==> config.mk <==
export PLATFORM = sky130hd
export DESIGN_NAME = serial_add_ctrl
export DESIGN_NICKNAME = d
export VERILOG_FILES = /design/src/rtl/serial_add_pkg.sv /design/src/rtl/serial_fa_slice.sv /design/src/rtl/serial_add_ctrl.sv
export SDC_FILE = /design/constraint.sdc
export NUM_CORES = 1
export LEC_CHECK = 0
export ABC_CLOCK_PERIOD_IN_PS = 3000
export CORE_UTILIZATION = 55
export CTS_CLUSTER_DIAMETER = 40
export DETAILED_ROUTE_END_ITERATION = 8
export DONT_BUFFER_PORTS = 1
export GPL_TIMING_DRIVEN = 0
export PLACE_DENSITY = 0.7
export RECOVER_POWER = 50
export SYNTH_ARGS = -nofsm -noshare
export SYNTH_HDL_FRONTEND = slang
export SYNTH_SLANG_ARGS = --single-unit
==> constraint.sdc <==
create_clock -name clk_in -period 3 [get_ports clk_in]
set_input_delay 0.9 -clock clk_in [delete_from_list [all_inputs] [get_ports clk_in]]
set_output_delay 0.9 -clock clk_in [all_outputs]
set_load 0.05 [all_outputs]
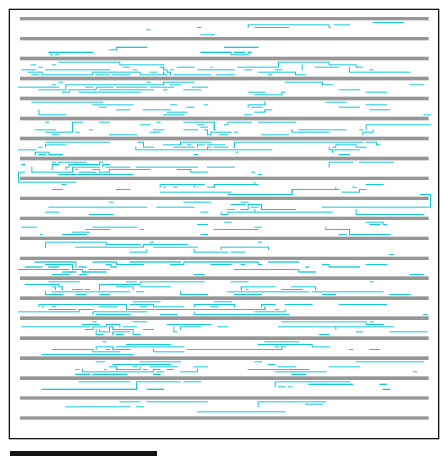
run_1/m1.png
The bar under the picture is 20 µm long. Supply wires on this layer in gray.
The longest straight run is 18.9 µm. 159 nets have wire on it.
via count: 1126
GR Util met1: 0.2730

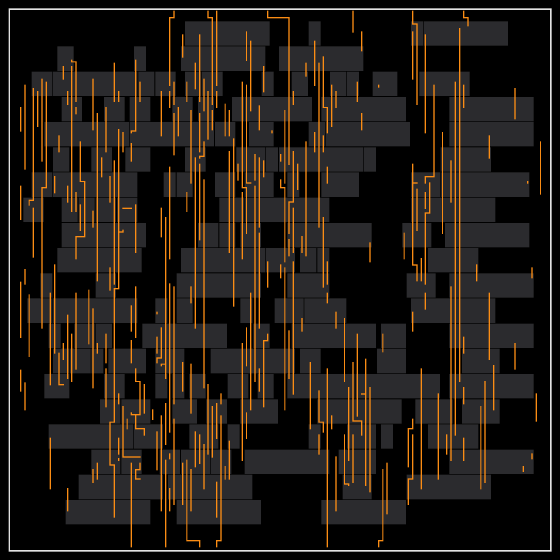
run_1/m2.png
Cells faint in the background.
The wires run mostly vertical. The layer carries 1470 µm of wire. The layer holds 48% of the routed length. The longest straight run is 38.1 µm. 149 nets have wire on it.
Routed WL: 3066 µm
grt met2 use: 0.3300

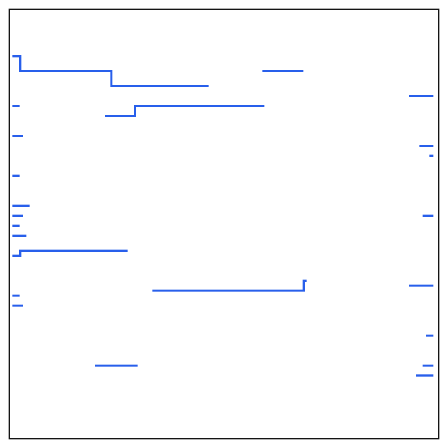
run_1/m3.png
21 nets have wire on it. The wires run mostly horizontal. The layer holds 4.1% of the routed length.
met3 Use GR: 0.07473

==> run_results.csv, run 1 <==
group,metric,value,unit
power,peakVddDrop,0.5219,mV
die,initCoreUtil,0.5756,
final_layout,register_area,1027,µm²
grt,grtUsageTotal,0.2086,
power,pg_clk,0.000260,W
power,p_per_area,1150,nW/µm²
placed_design,placed_cells_incl_taps,184,
final_layout,buf_share,0.03885,
sta,finalClockSkew,0.01017,ns
power,sw_frac_of_total,0.4190,
power,power_frac_clock,0.123,
final_layout,clkbuf_count,8,
power,power_frac_seq,0.570,
sta,fmax,0.5181,GHz
run_status,status,"complete, no violations",
final_layout,dominant_cells,"sequential cells",
job,maxCapViolCount,0,
clock_tree,cts_hold_repair.buffers,0,
grt,antenna_found_initial,0,
logic_synthesis,postSynthAreaPerCell,12.45,µm²
final_layout,fin_cells,192,
die,die_x,58.30,µm
clock_tree,cts_root_buf,"clkbuf_4",
## run 1: metrics by stage
stage / hold slack (ns) / setup slack [ns] / total power [W] / area, µm² / utilization
final: 0.2283 / 1.070 / 0.002112 / 1836 / 0.6062
after global routing: 0.1962 / 1.028 / 0.002265 / 1836 / 0.6062
after CTS: 0.2166 / 1.050 / 0.002140 / 1847 / 0.6099
after detailed placement: 0.4756 / 1.308 / 0.001883 / 1798 / 0.5938
after global placement: 0.4711 / 1.339 / 0.001846 / 1798 / 0.5938
after floorplan: 0.4490 / 1.376 / 0.001737 / 1743 / -
## run 1: cells by family (layout without fill, tap and decap cells)
family          after synthesis  in the layout  synth area share
compound gates               55             55            0.2096
fa+ha+maj                     3              3           0.02584
simple gates                 15             15           0.05599
mux                           7              7           0.05384
flops                        41             41            0.5894
buf+inv                      19             27           0.06533
## run 1: cells in the mapped netlist
library cell / instances
a21oi_1: 10
a221oi_1: 1
a22o_1: 8
a2bb2oi_1: 6
buf_2: 4
buf_4: 2
buf_6: 4
dfrtp_1: 40
dfstp_2: 1
fa_1: 1
ha_1: 2
inv_1: 7
inv_2: 2
mux2_2: 3
mux2_4: 4
nand2_1: 6
nand2b_1: 4
nand3b_4: 1
nor2_2: 2
nor2_4: 1
o21ai_0: 4
o21ai_1: 2
o22ai_1: 22
o31ai_1: 1
o32ai_1: 1
or2_2: 1
## run 1: metal layers
metal | global-route usage | share of wire | up-vias
li1 | - | - | 535
met1 | 0.2730 | 0.47 | 562
met2 | 0.3300 | 0.48 | 26
met3 | 0.07473 | 0.041 | 3
met4 | 0.06122 | 0.0095 | 0
met5 | 0 | 0 | -
==> run 1 -> run 2 <==
--- a/config.mk
+++ b/config.mk
@@ -5,13 +5,13 @@
 export SDC_FILE = /design/constraint.sdc
 export NUM_CORES = 1
 export LEC_CHECK = 0
-export ABC_CLOCK_PERIOD_IN_PS = 3000
+export ABC_CLOCK_PERIOD_IN_PS = 1650
 export CORE_UTILIZATION = 55
 export CTS_CLUSTER_DIAMETER = 40
 export DETAILED_ROUTE_END_ITERATION = 8
 export DONT_BUFFER_PORTS = 1
 export GPL_TIMING_DRIVEN = 0
-export PLACE_DENSITY = 0.7
+export PLACE_DENSITY = 0.73
 export RECOVER_POWER = 50
 export SYNTH_ARGS = -nofsm -noshare
 export SYNTH_HDL_FRONTEND = slang
==> constraint.sdc (replaced) <==
create_clock -name clk_in -period 1.65 [get_ports clk_in]
set_input_delay 0.495 -clock clk_in [delete_from_list [all_inputs] [get_ports clk_in]]
set_output_delay 0.495 -clock clk_in [all_outputs]
set_load 0.05 [all_outputs]
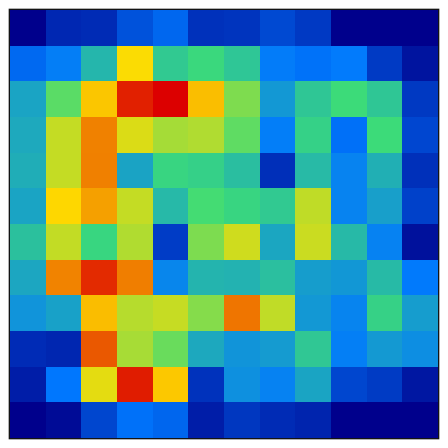
run_2/route_heat.png
The die is cut into 12 by 12 equal tiles; dark blue is low, red is high, scaled to the fullest tile. Values are wire area over tile area, all layers added.
5.6% of the tiles are nearly empty. 28% of the tiles are over half the peak. The densest ninth of the die: middle left. The mean over all tiles is 0.14.
Tot GR Track Use: 0.2051
Routed WL: 3085 µm
Avg WL per Cell: 15.90 µm
via count: 1121

==> run 2 against run 1 <==
The run now ends with DRC left. Global-route usage fell by 0.35 points. Register-to-register slack got worse by 1.3 ns. Count of clock-buffer cells in the layout fell by 1. Die size stayed put. Synthesized cell count did not move. Clock power is 120% higher. Largest cell class unchanged. Non-clock buffer count rose by 2. Setup slack worse by 0.96 ns. Via count decreased by 0.44%. Highest routed layer unchanged.
==> run_results.csv, run 2 <==
group,metric,value,unit
run_status,status,"finished, violations left",
run_status,violations,"DRC",
final_layout,final_util,0.6174,
detailed_routing,drc,1,
grt,antenna_found_initial,0,
die,design.die.area,3398,µm²
clock_tree,cts_root_buf,"clkbuf_4",
sta,fin_ws,0.1105,ns
power,p_per_area,2120,nW/µm²
logic_synthesis,postSynthAreaPerCell,12.45,µm²
die,initCoreUtil,0.5756,
critical_path,startpoint_type,"register",
critical_path,worstPathMaxFanout,1,
die,io_pins,32,
logic_synthesis,ff_type,"dfrtp_1",
logic_synthesis,synth-area-yosys,1743,µm²
final_layout,fill_cells,266,
final_layout,final_cell_mix,"dfrtp_1 (40), o22ai_1 (22), a21oi_1 (10)",
placed_design,placed_cells_incl_taps,184,
job,maxCapViolCount,0,
power,peakVddDrop,0.9896,mV
critical_path,worstPathArrival,1.04,ns
die,die_h,58.30,µm
detailed_routing,postRouteAntennaNets,0,
logic_synthesis,top_area_frac,0.5743,
clock_tree,cts_hold_repair.buffers,2,
critical_path,required,1.15,ns
logic_synthesis,top_cell,"dfrtp_1",
final_layout,register_area,1027,µm²
die,die_x,58.30,µm
clock_tree,clock_path_buffers,2,
logic_synthesis,edf_count,0,
logic_synthesis,synthTopCellsByCount,"dfrtp_1 (40), o22ai_1 (22), a21oi_1 (10), a22o_1 (8), inv_1 (7)",
logic_synthesis,yosysWarnings,0,
clock_tree,cts_setup_buffers,0,
sta,fmax,0.6495,GHz
sta,finalClockSkew,0.005966,ns
sta,slew_viol_final,0,
logic_synthesis,syn_area,1743,µm²
placed_design,pre_cts_ws,0.1391,ns
final_layout,fin_cells,194,
logic_synthesis,async_reset_ff_frac,1.000,
sta,fin_crit,1.540,ns
-- run 2: netlist changes by cell type in the layout (fill, tap and decap cells not counted) --
| cell | delta |
|---|---|
| buf_2 | +1 |
| buf_4 | -1 |
| clkbuf_1 | -3 |
| clkbuf_2 | +1 |
| clkbuf_8 | +2 |
| clkinv_2 | +1 |
| dlygate4sd3_1 | +1 |
-- run 2: per-layer routing --
metal / wire [µm] / up-vias / track usage
li1: - / 533 / -
met1: 1383 / 557 / 0.2678
met2: 1535 / 26 / 0.3186
met3: 123 / 5 / 0.07033
met4: 43 / 0 / 0.07823
met5: 0 / - / 0
-- run 2: area by class of cell --
class / instances / area share
timing repair buffer: 2 / 0.008032
inverter: 9 / 0.01807
clock buffer: 7 / 0.03481
clock inverter: 1 / 0.002677
multi-input combinational: 80 / 0.3206
sequential: 41 / 0.5495
tap: 44 / 0.02945
buffer: 10 / 0.03681
-- run 2: cell families (layout without fill, tap and decap cells) --
| kind of cell | after synthesis | after routing | synth area share |
|---|---|---|---|
| and+or+nand+nor | 15 | 15 | 0.05599 |
| buffers and inverters | 19 | 29 | 0.06533 |
| DFF | 41 | 41 | 0.5894 |
| adders and majority gates | 3 | 3 | 0.02584 |
| AOI/OAI and AO/OA | 55 | 55 | 0.2096 |
| muxes | 7 | 7 | 0.05384 |
-- run 2: where the power goes --
group          switching [W]  total (W)  internal (W)
logic               0.000596    0.00121      0.000618
registers           0.000742    0.00219       0.00145
clock network       0.000312   0.000559      0.000247
-- run 2: stage by stage --
step                      total power (W)  hold WS (ns)  cell area, µm²
after floorplan                  0.003159        0.1994            1743
after global placement           0.003353        0.2002            1798
after detailed placement         0.003426        0.2002            1798
after CTS                        0.004025        0.2571            1898
after global routing             0.004238        0.2633            1869
final                            0.003963        0.2783            1869
Power is estimated from default activity; no workload was simulated.
